M1 wires:
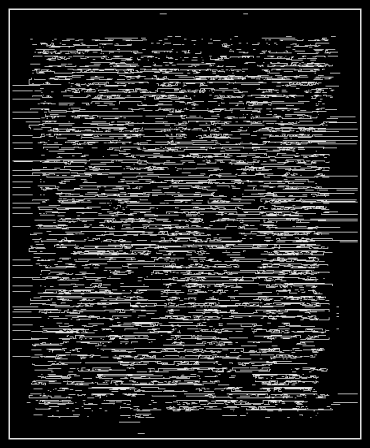
Met2 routing:
The bar under the picture is 50 um long. Cells faint in the background.
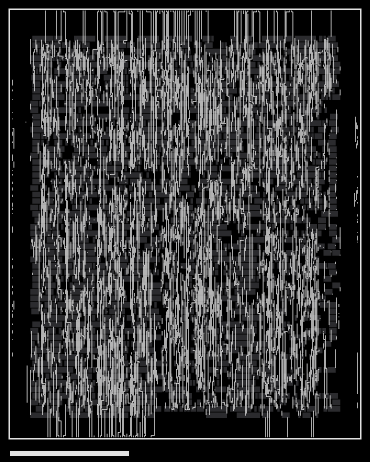
==> config.mk <==
export PLATFORM = sky130hd
export DESIGN_NAME = descriptor_table_walker
export DESIGN_NICKNAME = d
export VERILOG_FILES = /design/src/rtl/descriptor_table_walker.sv
export SDC_FILE = /design/constraint.sdc
export NUM_CORES = 1
export LEC_CHECK = 0
export ABC_AREA = 1
export CAP_MARGIN = 25
export CORE_ASPECT_RATIO = 1.25
export CORE_MARGIN = 8
export CORE_UTILIZATION = 58
export CTS_BUF_LIST = sky130_fd_sc_hd__clkbuf_8
export CTS_CLUSTER_SIZE = 20
export DETAILED_ROUTE_END_ITERATION = 7
export GPL_TIMING_DRIVEN = 0
export PLACE_DENSITY_LB_ADDON = 0.08
export SLEW_MARGIN = 40
export SYNTH_ARGS = -nofsm -noshare
export SYNTH_HDL_FRONTEND = slang
export SYNTH_SLANG_ARGS = --single-unit
==> constraint.sdc <==
create_clock -name clock -period 5 [get_ports clock]
set_input_delay 0.5 -clock clock [delete_from_list [all_inputs] [get_ports clock]]
set_output_delay 0.5 -clock clock [all_outputs]
set_load 0.02 [all_outputs]
==> src/rtl/descriptor_table_walker.sv <==
// Descriptor table walker: bounds-checks an index against the table limit, then fetches a 64-bit
// descriptor as two 32-bit reads. Optional one-entry cache: define DESCRIPTOR_TABLE_CACHE_EN.
module descriptor_table_walker #(
   parameter int BASE_WIDTH  = 32,
   parameter int LIMIT_WIDTH = 16,
   parameter int INDEX_WIDTH = 8
) (
   input  logic                   clock,
   input  logic                   reset,
   input  logic                   table_write_enable,
   input  logic [LIMIT_WIDTH-1:0] table_write_limit,
   input  logic [BASE_WIDTH-1:0]  table_write_base,
   output logic [LIMIT_WIDTH-1:0] table_limit,
   output logic [BASE_WIDTH-1:0]  table_base,
   input  logic                   lookup_valid,
   output logic                   lookup_ready,
   input  logic [INDEX_WIDTH-1:0] lookup_index,
   output logic                   mem_read_valid,
   input  logic                   mem_read_ready,
   output logic [BASE_WIDTH-1:0]  mem_read_address,
   input  logic                   mem_read_data_valid,
   input  logic [31:0]            mem_read_data,
   output logic                   result_valid,
   input  logic                   result_ready,
   output logic [63:0]            result_descriptor,
   output logic                   result_fault
);
   localparam int EW = LIMIT_WIDTH + INDEX_WIDTH + 3;

   typedef enum logic [2:0] {IDLE, CHECK, REQ_LO, WAIT_LO, REQ_HI, WAIT_HI, RESP} state_t;

   state_t                 state_q, state_d;
   logic [BASE_WIDTH-1:0]  base_q, base_d, sbase_q, sbase_d, addr_q, addr_d;
   logic [LIMIT_WIDTH-1:0] limit_q, limit_d, slimit_q, slimit_d;
   logic [INDEX_WIDTH-1:0] idx_q, idx_d;
   logic [31:0]            lo_q, lo_d;
   logic [63:0]            desc_q, desc_d;
   logic                   fault_q, fault_d;
   logic [EW-1:0]          end_w;
   logic                   over_w;
   logic                   hit_w;
   logic [63:0]            hit_desc_w;

   // Last byte of the descriptor; wide enough that index*8+7 never wraps.
   assign end_w  = {{LIMIT_WIDTH{1'b0}}, idx_q, 3'b111};
   assign over_w = end_w > EW'(slimit_q);

   assign table_base  = base_q;
   assign table_limit = limit_q;

`ifdef DESCRIPTOR_TABLE_CACHE_EN
   logic                   cvld_q, cvld_d;
   logic [INDEX_WIDTH-1:0] cidx_q, cidx_d;
   logic [63:0]            cdesc_q, cdesc_d;

   assign hit_w      = cvld_q && (cidx_q == idx_q);
   assign hit_desc_w = cdesc_q;

   always_ff @(posedge clock or negedge reset) begin
      if (!reset) begin
         cvld_q  <= 1'b0;
         cidx_q  <= '0;
         cdesc_q <= '0;
      end else begin
         cvld_q  <= cvld_d;
         cidx_q  <= cidx_d;
         cdesc_q <= cdesc_d;
      end
   end
`else
   assign hit_w      = 1'b0;
   assign hit_desc_w = '0;
`endif

   always_ff @(posedge clock or negedge reset) begin
      if (!reset) begin
         state_q  <= IDLE;
         base_q   <= '0;
         limit_q  <= '0;
         sbase_q  <= '0;
         slimit_q <= '0;
         idx_q    <= '0;
         addr_q   <= '0;
         lo_q     <= '0;
         desc_q   <= '0;
         fault_q  <= 1'b0;
      end else begin
         state_q  <= state_d;
         base_q   <= base_d;
         limit_q  <= limit_d;
         sbase_q  <= sbase_d;
         slimit_q <= slimit_d;
         idx_q    <= idx_d;
         addr_q   <= addr_d;
         lo_q     <= lo_d;
         desc_q   <= desc_d;
         fault_q  <= fault_d;
      end
   end

   always_comb begin
      state_d  = state_q;
      base_d   = base_q;
      limit_d  = limit_q;
      sbase_d  = sbase_q;
      slimit_d = slimit_q;
      idx_d    = idx_q;
      addr_d   = addr_q;
      lo_d     = lo_q;
      desc_d   = desc_q;
      fault_d  = fault_q;
`ifdef DESCRIPTOR_TABLE_CACHE_EN
      cvld_d   = cvld_q;
      cidx_d   = cidx_q;
      cdesc_d  = cdesc_q;
`endif
      lookup_ready      = 1'b0;
      mem_read_valid    = 1'b0;
      mem_read_address  = '0;
      result_valid      = 1'b0;
      result_descriptor = '0;
      result_fault      = 1'b0;

      if (table_write_enable) begin
         base_d  = table_write_base;
         limit_d = table_write_limit;
      end

      case (state_q)
         IDLE: begin
            lookup_ready = 1'b1;
            if (lookup_valid) begin
               // Snapshot the pre-write table so a concurrent write cannot disturb this walk.
               idx_d    = lookup_index;
               sbase_d  = base_q;
               slimit_d = limit_q;
               state_d  = CHECK;
            end
         end
         CHECK: begin
            addr_d = sbase_q + BASE_WIDTH'({idx_q, 3'b000});
            if (over_w) begin
               fault_d = 1'b1;
               desc_d  = '0;
               state_d = RESP;
            end else if (hit_w) begin
               fault_d = 1'b0;
               desc_d  = hit_desc_w;
               state_d = RESP;
            end else begin
               fault_d = 1'b0;
               state_d = REQ_LO;
            end
         end
         REQ_LO: begin
            mem_read_valid   = 1'b1;
            mem_read_address = addr_q;
            if (mem_read_ready) state_d = WAIT_LO;
         end
         WAIT_LO: begin
            if (mem_read_data_valid) begin
               lo_d    = mem_read_data;
               state_d = REQ_HI;
            end
         end
         REQ_HI: begin
            mem_read_valid   = 1'b1;
            mem_read_address = addr_q + BASE_WIDTH'(4);
            if (mem_read_ready) state_d = WAIT_HI;
         end
         WAIT_HI: begin
            if (mem_read_data_valid) begin
               desc_d  = {mem_read_data, lo_q};
               state_d = RESP;
`ifdef DESCRIPTOR_TABLE_CACHE_EN
               cvld_d  = 1'b1;
               cidx_d  = idx_q;
               cdesc_d = {mem_read_data, lo_q};
`endif
            end
         end
         RESP: begin
            result_valid      = 1'b1;
            result_descriptor = desc_q;
            result_fault      = fault_q;
            if (result_ready) state_d = IDLE;
         end
         default: state_d = IDLE;
      endcase

`ifdef DESCRIPTOR_TABLE_CACHE_EN
      if (table_write_enable) cvld_d = 1'b0;
`endif
   end
endmodule

==> results.sh <==
# source this file to load flow results
export IMPL_fin_nets=2108
export IMPL_rows=59
export IMPL_logic_gate_count=1135
export IMPL_drv_slew=0
export IMPL_syn_num_nets=1824
export IMPL_io_pins=243
export IMPL_power_static_leakage_nw=7.75
export IMPL_layout_top_cells="522 x nand2_1, 277 x inv_1, 240 x clkdlybuf4s50_1, 236 x dfrtp_1, 203 x nor2_1"
export IMPL_fin_worst_skew_ps=21.8
export IMPL_path_max_fanout=7
export IMPL_ys_types=32
export IMPL_syn2layout_area_growth_pct=28.6
export IMPL_cts_setup_buffers=0
export IMPL_topCombFamilyByArea="simple AND/OR/NAND/NOR gates"
export IMPL_wl_per_cell_um=15.7
export IMPL_crit_path_end_kind="output pin"
export IMPL_critPathRequiredTime_ps=4500
export IMPL_num_fill_cells=1618
export IMPL_clkTransAtPathRegs_ps=60
export IMPL_min_path_type="input pin to register"
export IMPL_comb_area_mm2=0.00508
export IMPL_critical_path_endpoint="mem_read_address[20]"
export IMPL_hold_end="table_limit[4]"
export IMPL_status="finished clean"
export IMPL_power_switching_mw=3.00
export IMPL_cts_tree="done"
export IMPL_reg2reg_slack_ps=2740
export IMPL_nNonClkBuffers=315
export IMPL_core_area_mm2=0.0209
export IMPL_cts_hold_buf=1
export IMPL_gr_total_overflow=0
export IMPL_yosys_warnings=0
export IMPL_synth_seq_share=0.477
export IMPL_cpMostUsedCell="nand2_1"
export IMPL_total_power_mw=7.41
export IMPL_mostFrequentLayoutCell="nand2_1"
export IMPL_num_tap_cells=274
export IMPL_ys_chip_area_mm2=0.0124
export IMPL_portBuffers=241
export IMPL_drtIter0Drc=677
export IMPL_critical_path_class="register to output pin"
export IMPL_cts_resized=0
export IMPL_cp_startpoint="addr_q[3]"
export IMPL_register_area_mm2=0.00591
export IMPL_timing_rr_start="idx_q[7]"
export IMPL_period_used=0.707
## Picture notes: 'M1 wires'
main direction: horizontal
longest straight run: 48.8 um
vias post-DR: 11900
met1 track demand over resource: 0.326
drt total wl: 35900 um

## Picture notes: 'met2 routing'
wire length on this layer: 17100 um
share of all routed wire: 48%
longest straight run: 53.9 um
nets with wire on the layer: 1700
met2 GRT Util: 0.463

## power groups by stage
stage                     Clock [mW]  Combinational, mW  Sequential (mW)
after global placement             0               2.71             3.03
after floorplan                    0               1.88             2.93
final                           1.53               2.83             3.05
after detailed placement           0               2.81             3.06
after global routing            1.64               3.23             3.12
after CTS                       1.55               2.83             3.03
## sequential cells by signal, summed over array words and instances (netlist names)
signal / count
lo_q: 32
desc_q: 64
addr_q: 32
table_limit: 16
sbase_q: 32
table_base: 32
state_q: 3
slimit_q: 16
idx_q: 8
fault_q: 1
## cell usage after synthesis (3+ instances only)
cell type	n	area, um2
a21o_1	6	45.0
a21oi_1	9	45.0
buf_1	4	15.0
buf_2	20	100
buf_6	11	124
clkbuf_1	35	131
dfrtp_1	236	5910
ha_1	17	213
inv_1	265	995
inv_2	4	15.0
mux2_2	7	78.8
nand2_1	522	1960
nand3_1	141	706
nand4_1	15	93.8
nor2_1	203	762
nor3_1	15	75.1
o21ai_0	170	851
o21bai_1	3	22.5
o22ai_1	3	18.8
or2_2	3	18.8
xnor2_1	7	61.3
xor2_1	3	26.3
## critical path: cells and delay by family, from the launching register on
kind | cells | cell delay (ps)
fa+ha+maj | 1 | 170
buf+inv | 1 | 600
flops | 1 | 370
simple gates | 8 | 1380
## layer usage
metal,vias up,global-route usage,routed length [um]
met4,0,0.126,1470
met2,391,0.463,17100
met1,5572,0.326,14600
li1,5838,-,-
met5,-,0,0
met3,94,0.0715,2750
## stage by stage
stage                     setup WS (ps)  area (um2)   util  hold slack [ps]  cells
after floorplan                    2700       12400      -              204   1711
after global placement            -6330       15100  0.724              465   2226
after detailed placement           2020       15200  0.728              392   2229
after CTS                          1460       15900  0.761              357   2290
after global routing               1180       15900  0.762              400   2292
final                              1470       15900  0.762              359   2292
Power figures rest on the tool's default switching activity, not on a simulated workload.
